--- config.mk ---
export PLATFORM = sky130hd
export DESIGN_NAME = tt_seq_divider
export DESIGN_NICKNAME = d
export VERILOG_FILES = /design/src/rtl/tt_seq_divider.sv
export SDC_FILE = /design/constraint.sdc
export NUM_CORES = 1
export LEC_CHECK = 0
export CAP_MARGIN = 20
export CORE_AREA = 2 2 61 63
export CTS_BUF_LIST = sky130_fd_sc_hd__clkbuf_8
export DETAILED_ROUTE_END_ITERATION = 7
export DIE_AREA = 0 0 63 65
export GPL_ROUTABILITY_DRIVEN = 0
export PLACE_DENSITY_LB_ADDON = 0.3
export SLEW_MARGIN = 20
export SYNTH_ARGS = -nofsm -noshare
export SYNTH_HDL_FRONTEND = slang
export SYNTH_SLANG_ARGS = --single-unit
--- constraint.sdc ---
create_clock -name clk -period 2.3 [get_ports clk]
set_input_delay 0.46 -clock clk [delete_from_list [all_inputs] [get_ports clk]]
set_output_delay 0.46 -clock clk [all_outputs]
set_load 0.03 [all_outputs]
--- src/rtl/tt_seq_divider.sv ---
// tt_seq_divider: sequential restoring divider, one quotient bit per clock.
// An 8-bit dividend over a 4-bit divisor gives an 8-bit quotient and a 4-bit
// remainder. Operands come in and results go out through valid/ready
// handshakes.
//
// The dividend shift register also collects the quotient. Each step moves the
// dividend MSB into the partial remainder and shifts the new quotient bit into
// the register's LSB. After DVD_W steps the register holds only quotient bits.
//
// The result registers (quotient/remainder/div_by_zero) are loaded only on
// entry to DONE. They keep their values through RUN and IDLE until the next
// result replaces them.
module tt_seq_divider #(
    parameter int DVD_W = 8,
    parameter int DVS_W = 4
) (
    input  logic             clk,
    input  logic             rst,
    input  logic             in_valid,
    output logic             in_ready,
    input  logic [DVD_W-1:0] dividend,
    input  logic [DVS_W-1:0] divisor,
    output logic             out_valid,
    input  logic             out_ready,
    output logic [DVD_W-1:0] quotient,
    output logic [DVS_W-1:0] remainder,
    output logic             div_by_zero,
    output logic             busy
);

    localparam int CNT_W = $clog2(DVD_W + 1);

    typedef enum logic [1:0] {
        ST_IDLE = 2'd0,
        ST_RUN  = 2'd1,
        ST_DONE = 2'd2
    } state_t;

    state_t             state_q, state_d;
    logic [DVD_W-1:0]   sh_q, sh_d;
    logic [DVS_W-1:0]   dvs_q, dvs_d;
    logic [DVS_W:0]     pr_q, pr_d;
    logic [CNT_W-1:0]   cnt_q, cnt_d;
    logic [DVD_W-1:0]   quo_q, quo_d;
    logic [DVS_W-1:0]   rem_q, rem_d;
    logic               dz_q, dz_d;

    logic [DVS_W:0]     pr_shift;
    logic [DVS_W:0]     pr_sub;
    logic [DVS_W:0]     pr_next;
    logic               q_bit;
    logic [DVD_W-1:0]   sh_next;

    // One restoring step: bring in the next dividend bit, then try to subtract
    always_comb begin
        pr_shift = {pr_q[DVS_W-1:0], sh_q[DVD_W-1]};
        pr_sub   = pr_shift - {1'b0, dvs_q};
        q_bit    = (pr_shift >= {1'b0, dvs_q});
        pr_next  = q_bit ? pr_sub : pr_shift;
        sh_next  = {sh_q[DVD_W-2:0], q_bit};
    end

    // Next-state, datapath updates and handshake outputs
    always_comb begin
        state_d   = state_q;
        sh_d      = sh_q;
        dvs_d     = dvs_q;
        pr_d      = pr_q;
        cnt_d     = cnt_q;
        quo_d     = quo_q;
        rem_d     = rem_q;
        dz_d      = dz_q;
        in_ready  = 1'b0;
        out_valid = 1'b0;
        busy      = 1'b0;

        case (state_q)
            ST_IDLE: begin
                in_ready = 1'b1;
                if (in_valid) begin
                    if (divisor != '0) begin
                        sh_d    = dividend;
                        dvs_d   = divisor;
                        pr_d    = '0;
                        cnt_d   = CNT_W'(DVD_W);
                        state_d = ST_RUN;
                    end else begin
                        // Divide by zero has no iterations. The result is
                        // ready right away.
                        quo_d   = '1;
                        rem_d   = dividend[DVS_W-1:0];
                        dz_d    = 1'b1;
                        state_d = ST_DONE;
                    end
                end
            end
            ST_RUN: begin
                busy  = 1'b1;
                sh_d  = sh_next;
                pr_d  = pr_next;
                cnt_d = cnt_q - CNT_W'(1);
                if (cnt_q == CNT_W'(1)) begin
                    quo_d   = sh_next;
                    rem_d   = pr_next[DVS_W-1:0];
                    dz_d    = 1'b0;
                    state_d = ST_DONE;
                end
            end
            ST_DONE: begin
                out_valid = 1'b1;
                if (out_ready) begin
                    state_d = ST_IDLE;
                end
            end
            default: begin
                state_d = ST_IDLE;
            end
        endcase
    end

    // State and datapath registers, cleared asynchronously
    always_ff @(posedge clk or posedge rst) begin
        if (rst) begin
            state_q <= ST_IDLE;
            sh_q    <= '0;
            dvs_q   <= '0;
            pr_q    <= '0;
            cnt_q   <= '0;
            quo_q   <= '0;
            rem_q   <= '0;
            dz_q    <= 1'b0;
        end else begin
            state_q <= state_d;
            sh_q    <= sh_d;
            dvs_q   <= dvs_d;
            pr_q    <= pr_d;
            cnt_q   <= cnt_d;
            quo_q   <= quo_d;
            rem_q   <= rem_d;
            dz_q    <= dz_d;
        end
    end

    assign quotient    = quo_q;
    assign remainder   = rem_q;
    assign div_by_zero = dz_q;

endmodule

Run 1, the clock network:
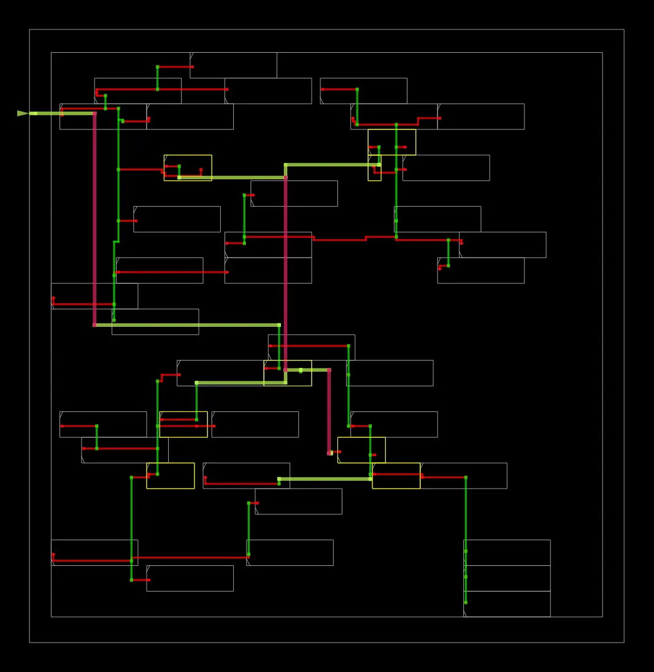
count of clock buffers in the final design: 7
power of the clock network: 481 uW
clock insertion delay at the later pin of the skew report: 0.28 ns

Run 1, PDN straps and rails:
Scale bar: 20 um. Pins as bars on the die edge.
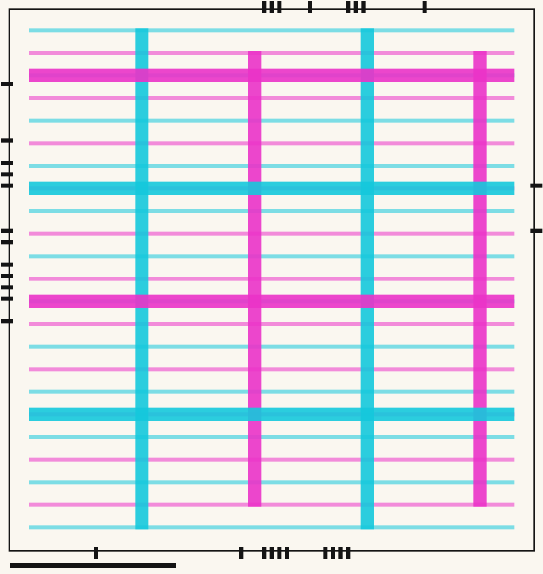
- magenta: VDD
- cyan: VSS
- met5 straps: 4
- met4 straps: 4
- signal pins: 32
core area: 3496 um2
worst IR drop on VDD: 0.8501 mV
Die H: 65 um

==> Flow_metrics.wiki, run 1 <==
=== Synthesis and place and route ===
{| class="wikitable"
! Metric !! Value
|-
| Outcome || completed
|-
| Synth Area in Adders || 5.568%
|-
| Area of all sequential standard cells || 875.8 um2
|-
| CTS Sinks || 35
|-
| Setup tns final || 0 ns
|-
| Global route overflow || 0
|-
| Min Tclk post-route || ~2.2 ns
|-
| Fraction of synthesized area in multiplexers || 1.319%
|-
| Top cells by area in the synthesized netlist || sky130_fd_sc_hd__dfrtp_1, sky130_fd_sc_hd__nand2_1, sky130_fd_sc_hd__a31oi_1
|-
| Ys flop type || sky130_fd_sc_hd__dfrtp_1
|-
| Average size of a mapped cell || between 9 and 10 um2
|-
| Post-detailed-route via-to-cell ratio || roughly 5.4
|-
| Clock group share of total power || a little over an eighth
|-
| Maximum fanout count along the critical path || 10
|-
| Signed area change from the synthesized netlist to the final layout || 27.84%
|-
| Detailed placer's ending HPWL || about 2.8 mm
|-
| Number of standard cells after synthesis || ~180
|-
| Vias in the first global route || 1400
|-
| Buffer-and-inverter tally for the worst setup path || 2
|-
| Leakage || 0.9745 nW
|-
| Count of plain and timing-repair buffers || 36
|-
| Dominant kind of cell by area || registers
|-
| Data arrival time at the worst-slack endpoint || between 1.5 and 2 ns
|-
| Number of buffers on the longest clock path || 2
|-
| Worst slew pin tran || 0.5579 ns
|-
| Post-CTS setup buffer count || 0
|-
| Wire length per cell || 14.72 um
|-
| Nets in the synthesized netlist || 199
|-
| Number of fillers in the final layout || 314
|-
| Multi-input combinational cell count || 121
|-
| Post-synthesis cell type count || roughly 42
|-
| Number of standard-cell rows in the floorplan || 22
|-
| Setup repair after global routing missed its margin || false
|-
| Number of logic inverters in the finished layout || 15
|-
| Top Layout Cells || sky130_fd_sc_hd__dfrtp_1, sky130_fd_sc_hd__clkdlybuf4s50_1, sky130_fd_sc_hd__nand2_1
|-
| Nature of the critical path endpoint || primary output
|-
| Yosys synthesis warning count || 0
|-
| Simple-gate portion of the synthesized area || 17.66%
|-
| Non-clock buffers, area share || 15.93%
|-
| Global-route wire length before repair || 6.548 mm
|-
| Worst slew margin || 62.60%
|-
| Fraction of the cycle the final worst path needs || 96.36%
|-
| Total count of hold-check failures in the final report || 0
|}
Run 1, M3 wires:
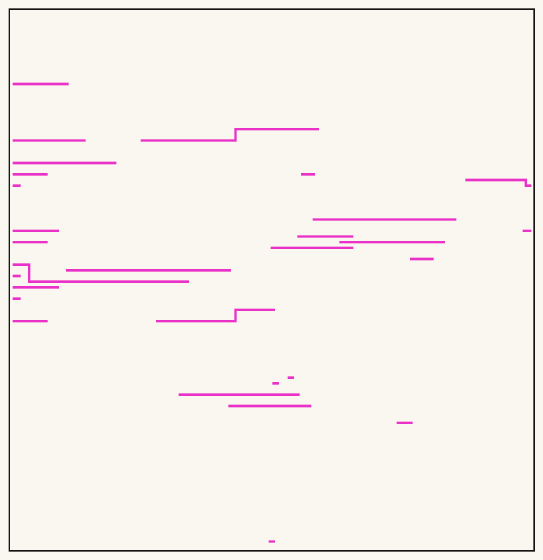
- share of all routed wire: 5.6%
- wire length on this layer: 217 um
- nets with wire on the layer: 24
- main direction: horizontal
- longest straight run: 19.5 um
total wirelength of the detailed-routed design: 3.871 mm
met3 global-route usage: 5.208%
number of vias after detailed routing: 1415

Run 1, metal 2:
Scale bar: 20 um.
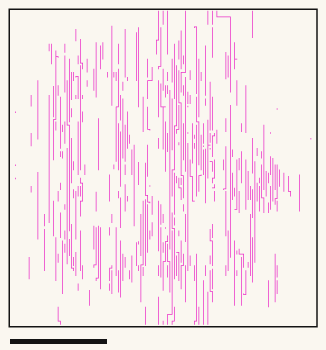
- longest straight run: 32.6 um
- nets with wire on the layer: 202
- main direction: vertical
- wire length on this layer: 1890 um
met2 usage: 34.97%

[run 1: power groups by stage]
stage	Clock [mW]	Combinational [mW]	Sequential (mW)
final	0.481	1.93	1.14
after global routing	0.518	2.13	1.17
after CTS	0.490	1.94	1.14
after detailed placement	0	1.92	1.14
after global placement	0	1.85	1.13
after floorplan	0	1.18	1.27
[run 1: stage by stage]
stage	cell area, um2	cells	hold WS (ns)	utilization, %	total power [mW]
global placement	2083	255	0.4722	59.59	2.987
finish	2183	263	0.4977	62.46	3.544
floorplan	1708	176	0.4422	-	2.449
global route	2183	263	0.5228	62.46	3.823
detailed placement	2083	255	0.4765	59.59	3.063
CTS	2183	263	0.5002	62.46	3.563
[run 1: layer usage]
| metal | part of all wire [%] | up-vias | wire length (um) | global-route usage, % |
|---|---|---|---|---|
| li1 | - | 683 | - | - |
| met1 | 43 | 683 | 1669 | 25.09 |
| met2 | 49 | 39 | 1892 | 34.97 |
| met3 | 5.6 | 10 | 216 | 5.208 |
| met4 | 2.4 | 0 | 92 | 9.167 |
| met5 | 0 | - | 0 | 0 |
[run 1: final timing paths]
| kind | start | to | slack, ns | cells after the start |
|---|---|---|---|---|
| min reg2reg | quotient[7] | quotient[7] | 0.50 | 1 |
| max in group asynchronous | rst | quotient[1] | 1.42 | 3 |
| min | quotient[7] | quotient[7] | 0.50 | 1 |
| max | state_q[0] | busy | 0.08 | 3 |
| min in group asynchronous | rst | cnt_q[2] | 0.57 | 3 |
| max reg2reg | pr_q[2] | remainder[1] | 0.34 | 6 |
[run 1: logic make-up after synthesis]
logic type | Yosys count
compound gates | 40
fa+ha+maj | 7
xor+xnor | 4
buf+inv | 20
simple gates | 68
flops | 35
mux | 2
Run 1, metal layers overlaid:
Scale bar: 20 um. Two of the layers only.
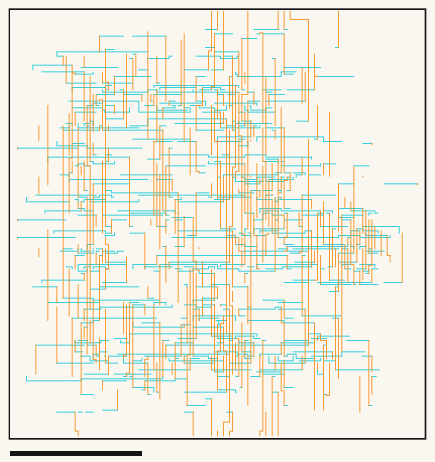

==> inputs of run 2 (changes only) <==
CORE_AREA = 2 2 60 62   (was 2 2 61 63)
DIE_AREA = 0 0 62 64   (was 0 0 63 65)
Run 2, metal layers overlaid:
Scale bar: 20 um. Two of the layers only.
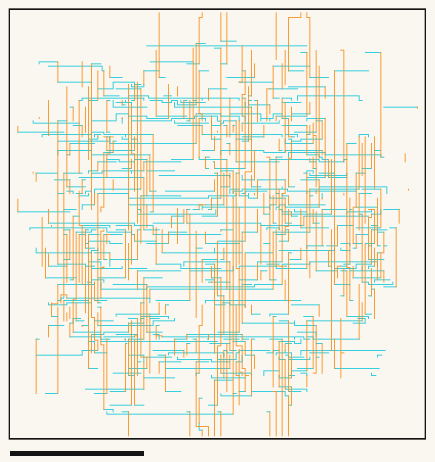
- orange: met2 (wire length 1950 um)
- cyan: met1 (wire length 1720 um)
wire length per cell: 14.80 um
total wirelength of the detailed-routed design: 3.877 mm
number of vias after detailed routing: 1446

==> run 2 against run 1 <==
Synthesized area is the same. Clock skew grew 0.00072 ns. Highest routed layer unchanged. Critical path depth shrank 1. Die size shrank 3.1%.
==> Flow_metrics.wiki, run 2 <==
=== Synthesis and place and route ===
{| class="wikitable"
! Metric !! Value
|-
| Number of standard cells after synthesis || 176
|-
| Clock tree from TritonCTS || done
|-
| Number of standard-cell rows in the floorplan || 21
|-
| Data arrival time at the worst-slack endpoint || approximately 1.7 ns
|-
| Most common cell in the netlist || sky130_fd_sc_hd__dfrtp_1
|-
| Outcome || completed
|-
| Root buffer cell || sky130_fd_sc_hd__clkbuf_8
|-
| Number of buffers on the longest clock path || 2
|-
| Post-CTS setup buffer count || 0
|-
| Setup repair after global routing missed its margin || false
|-
| Pin count of the biggest net entering global routing || 36
|-
| Fraction of the yosys area taken by sequential cells || 51.28%
|-
| Setup tns final || 0 ns
|-
| Netlist area before placement || around 1700 um2
|-
| Nets in the synthesized netlist || ~200
|-
| Top Layout Cells || sky130_fd_sc_hd__dfrtp_1, sky130_fd_sc_hd__clkdlybuf4s50_1, sky130_fd_sc_hd__nand2_1
|-
| Leakage || 0.9746 nW
|-
| Post-Route Hold Slack || 0.4895 ns
|-
| Worst clock skew on the final layout || 0.003694 ns
|-
| Core area || 3284 um2
|-
| Overall fraction of global-route tracks in use || between 20% and 30%
|-
| Type of the most critical hold path || reg -> reg
|-
| Type of element launching the critical path || flop
|-
| Maximum fanout count along the critical path || 10
|-
| Post-layout utilization of the core || 65.98%
|-
| Top cells by area in the synthesized netlist || sky130_fd_sc_hd__dfrtp_1, sky130_fd_sc_hd__nand2_1, sky130_fd_sc_hd__a31oi_1
|-
| Post-synth EDFFs || 0
|-
| Average size of a mapped cell || 9.704 um2
|-
| Total count of hold-check failures in the final report || 0
|-
| Min setup slack post-route || 0.1637 ns
|-
| Initial cell density of the core || 52.00%
|-
| Worst slew pin tran || 0.5089 ns
|-
| Ys flop type || sky130_fd_sc_hd__dfrtp_1
|-
| Ratio of cells with drive above 1 in the final layout || 11.11%
|-
| Count of max-cap constraint violations || 0
|-
| Detailed placer's ending HPWL || 2.796 mm
|-
| Post-detailed-route via-to-cell ratio || 5.519
|-
| CTS Sinks || 35
|-
| Power, Total || 3.475 mW
|-
| Global-route wire length before repair || 6.389 mm
|-
| Cell type contributing the most total cell area after synthesis || sky130_fd_sc_hd__dfrtp_1
|-
| Signed area change from the synthesized netlist to the final layout || 26.89%
|-
| Count of final setup violators || 0
|-
| Vias in the first global route || around 1400
|-
| Yosys synthesis warning count || 0
|-
| Post-synthesis cell type count || 42
|-
| Number of instances resized during post-cts repair || 0
|-
| Min Tclk post-route || roughly 2.1 ns
|-
| Number of fillers in the final layout || around 270
|-
| Power density of the placed cells || 1603 nW/um2
|-
| Post-route standard cell area excluding fillers || 2167 um2
|-
| Startpoint-to-endpoint class of the critical path || reg -> out
|-
| Horizontal die dimension || around 62 um
|-
| Tally of OpenROAD warnings || 27
|-
| DRC violation count after routing || 0
|-
| IO buf count || 31
|-
| Cell area reported after detailed placement || 2086 um2
|-
| Fraction of the cycle the final worst path needs || 92.88%
|-
| Upper clock frequency limit || 0.4681 GHz
|-
| Cell Count, Final, Fillers Out || approximately 260
|-
| Worst slew margin || between 60% and 70%
|-
| Nature of the critical path endpoint || primary output
|-
| Instance count after placement with tap cells included || 254
|-
| Post-synth top area share || between 50% and 60%
|-
| Global route overflow || 0
|-
| Clock insertion delay at the later pin of the skew report || 0.28 ns
|-
| Die H || 64 um
|-
| Worst IR drop on VDD || ~0.73 mV
|-
| Synthesis area per yosys || 1708 um2
|-
| Count of TritonRoute iterations in the first routing pass || 4
|}
==> run 2: worst paths after layout <==
path	from	to	slack (ns)	cells past startpoint
setup / recovery	state_q[0]	in_ready	0.16	2
setup reg to reg	pr_q[1]	remainder[1]	0.38	6
max in group asynchronous	rst	remainder[3]	1.39	3
hold reg to reg	quotient[4]	quotient[4]	0.49	1
hold / removal	quotient[4]	quotient[4]	0.49	1
min in group asynchronous	rst	cnt_q[0]	0.60	3
==> run 2: where the power goes <==
part	switching, mW	internal (mW)
combinational	1.12	0.799
clock	0.210	0.203
sequential	0.223	0.919
total	1.55	1.92
==> run 2: per-layer routing <==
metal / global-route usage, % / vias to the layer above / share of wire [%]
met5: 0 / - / 0
met4: 7.979 / 0 / 0.90
met3: 6.680 / 4 / 4.4
met2: 34.64 / 38 / 50
met1: 27.39 / 717 / 44
li1: - / 687 / -
==> run 2: layout make-up <==
class                           count  area, um2  share of cell area [%]
Timing Repair Buffer               37      352.8                   16.28
Tap cell                           46      57.56                   2.656
Clock buffer                        5      68.82                   3.176
Inverter                           15      56.30                   2.598
Multi-Input combinational cell    121      743.2                   34.30
Clock inverter                      3      12.51                  0.5774
Sequential cell                    35      875.8                   40.42
==> run 2: kinds of logic after synthesis <==
| logic type | after synthesis | share of synthesized area (%) |
|---|---|---|
| AOI/OAI and AO/OA | 40 | 16.92 |
| xor gates and xnor gates | 4 | 2.052 |
| adders and majority gates | 7 | 5.568 |
| buffers and inverters | 20 | 5.201 |
| DFF | 35 | 51.28 |
| muxes | 2 | 1.319 |
| and+or+nand+nor | 68 | 17.66 |
==> run 2: critical path, cell delays in order (launching register included) <==
cell and delay (ns):
sky130_fd_sc_hd__dfrtp_1 0.51, sky130_fd_sc_hd__nor2_1 0.19, sky130_fd_sc_hd__clkdlybuf4s50_1 0.70
==> inputs of run 3 (changes only) <==
CAP_MARGIN = not set   (was 20)
==> run 3 against run 2 <==
Sequential share of layout area did not move. Sequential power about the same. Design area did not move. Die size unchanged. Setup slack unchanged. First-iteration DRC count did not move. Register-to-register slack barely moved. Fmax is the same. Synthesized area did not move. Critical path type unchanged. Critical endpoint unchanged. Largest cell class unchanged.
==> Flow_metrics.wiki, run 3 <==
=== Synthesis and place and route ===
{| class="wikitable"
! Metric !! Value
|-
| Simple-gate portion of the synthesized area || ~18%
|-
| Initial cell density of the core || 52.00%
|-
| Total wirelength of the detailed-routed design || 3.877 mm
|-
| Post-synth EDFFs || 0
|-
| Cell breakdown of the critical path || nor2_1, clkdlybuf4s50_1
|-
| DRC violation count after routing || 0
|-
| Global route overflow || 0
|-
| Min Tclk post-route || 2.136 ns
|-
| Fraction of synthesized area in multiplexers || 1.319%
|-
| Detailed placer's ending HPWL || 2.796 mm
|-
| Root buffer cell || sky130_fd_sc_hd__clkbuf_8
|-
| Number of instances resized during post-cts repair || 0
|-
| Clock insertion delay at the later pin of the skew report || 0.28 ns
|-
| Count of TritonRoute iterations in the first routing pass || 4
|-
| Number of standard-cell rows in the floorplan || 21
|-
| Signed area change from the synthesized netlist to the final layout || 26.89%
|-
| Wire length per cell || 14.80 um
|-
| Critical Path Max Stage Delay || 0.70 ns
|-
| Fraction of the cycle the final worst path needs || 92.88%
|-
| Setup tns final || 0 ns
|-
| Top Layout Cells || sky130_fd_sc_hd__dfrtp_1, sky130_fd_sc_hd__clkdlybuf4s50_1, sky130_fd_sc_hd__nand2_1
|-
| Fraction of the yosys area taken by sequential cells || between 50% and 60%
|-
| Library cell contributing the largest single delay on the critical path || sky130_fd_sc_hd__clkdlybuf4s50_1
|-
| Post-detailed-route via-to-cell ratio || 5.519
|-
| Outcome || completed
|-
| Post-layout utilization of the core || 65.98%
|-
| XOR-XNOR Cells, Area Fraction || 2.051%
|-
| Clock tree from TritonCTS || done
|-
| Type of element launching the critical path || flop
|-
| Setup repair after global routing missed its margin || false
|-
| Data arrival time at the worst-slack endpoint || 1.68 ns
|-
| Startpoint-to-endpoint class of the critical path || reg -> out
|-
| Overall fraction of global-route tracks in use || between 20 and 25%
|-
| Type of the most critical hold path || reg -> reg
|-
| Number of cell instances on the worst register-to-register path || 6
|-
| Most common cell in the netlist || sky130_fd_sc_hd__dfrtp_1
|-
| Number of standard cells after synthesis || 176
|-
| Top cells by area in the synthesized netlist || sky130_fd_sc_hd__dfrtp_1, sky130_fd_sc_hd__nand2_1, sky130_fd_sc_hd__a31oi_1
|-
| Yosys synthesis warning count || 0
|-
| Upper clock frequency limit || ~0.47 GHz
|-
| Ys flop type || sky130_fd_sc_hd__dfrtp_1
|-
| Maximum fanout count along the critical path || 10
|-
| Netlist area before placement || 1708 um2
|-
| Number of cells on the worst hold path || 1
|-
| Main logic family after synthesis || simple AND/OR/NAND/NOR gates
|-
| Average size of a mapped cell || between 9 and 10 um2
|-
| Total count of hold-check failures in the final report || 0
|-
| Pin count of the biggest net entering global routing || 36
|-
| Count of max-cap constraint violations || 0
|-
| AND-OR/OR-AND Cells, Area Fraction || 16.92%
|-
| CTS Sinks || 35
|-
| Nets in the synthesized netlist || around 200
|-
| Post-CTS setup buffer count || 0
|-
| Synthesis area per yosys || around 1700 um2
|-
| Post-synthesis cell type count || 42
|-
| Global-route wire length before repair || about 6.4 mm
|-
| Worst clock skew on the final layout || 0.003694 ns
|-
| Worst slew margin || 65.89%
|-
| Synth Area in Adders || 5.568%
|-
| Vias in the first global route || 1423
|-
| Count of final setup violators || 0
|-
| Post-synth top area share || 51.28%
|}
[run 3: cell counts in the layout (fill, tap and decap cells not counted)]
Identical to the previous run, type by type.
[run 3: stage by stage]
stage          hold WS, ns  area [um2]  instances
2_1_floorplan       0.4422        1708        176
6_report            0.4895        2167        262
3_5_place_dp        0.4765        2086        254
3_3_place_gp        0.4709        2086        254
5_1_grt             0.5069        2167        262
4_1_cts             0.4919        2167        262
[run 3: final timing paths]
kind / startpoint / end / slack [ns]
max: state_q[0] / in_ready / 0.16
min: quotient[4] / quotient[4] / 0.49
max reg2reg: pr_q[1] / remainder[1] / 0.38
min reg2reg: quotient[4] / quotient[4] / 0.49
max in group asynchronous: rst / remainder[3] / 1.39
min in group asynchronous: rst / cnt_q[0] / 0.60
[run 3: power breakdown]
| group | internal, mW | total (mW) | switching [mW] | leakage, nW |
|---|---|---|---|---|
| Combinational | 0.799 | 1.92 | 1.12 | 0.523 |
| Clock | 0.203 | 0.413 | 0.210 | 0.0505 |
| Sequential | 0.919 | 1.14 | 0.223 | 0.401 |
| Total | 1.92 | 3.47 | 1.55 | 0.975 |
[run 3: routing by layer]
layer  up-vias  GRT usage [%]  share of wire (%)
met1       717          27.39                 44
li1        687              -                  -
met4         0          7.979               0.90
met5         -              0                  0
met3         4          6.680                4.4
met2        38          34.64                 50
[run 3: critical path, delay by kind of cell (launching register included)]
kind,cells,cell delay [ns]
and+or+nand+nor,1,0.19
buffers and inverters,1,0.70
DFF,1,0.51
[run 3: area by class of cell]
cell class	count	area [um2]
tap	46	57.56
clock buffer	5	68.82
sequential	35	875.8
multi-input combinational	121	743.2
clock inverter	3	12.51
inverter	15	56.30
fill	266	1117
timing repair buffer	37	352.8
Run 3, PDN straps and rails:
Scale bar: 20 um. Pins as bars on the die edge.
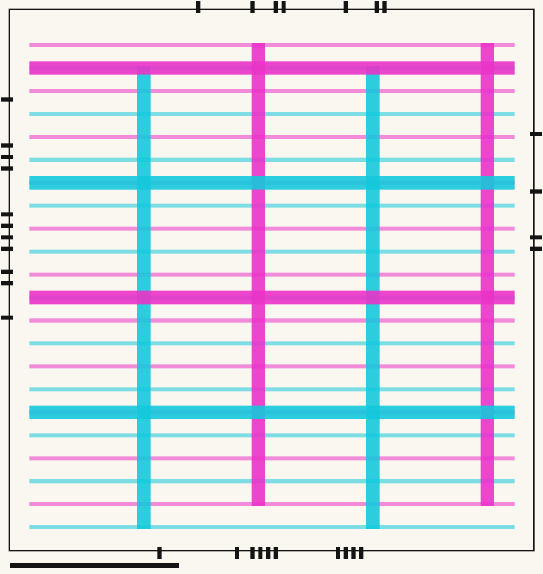
- cyan: VSS
- magenta: VDD
- met1 rails: 22
- rows: 21
- met5 straps: 4
- signal pins: 32
- met4 straps: 4
worst IR drop on VDD: 0.7291 mV
horizontal die dimension: 62 um
core area: 3284 um2
Die H: 64 um

Power is estimated from default activity; no workload was simulated.
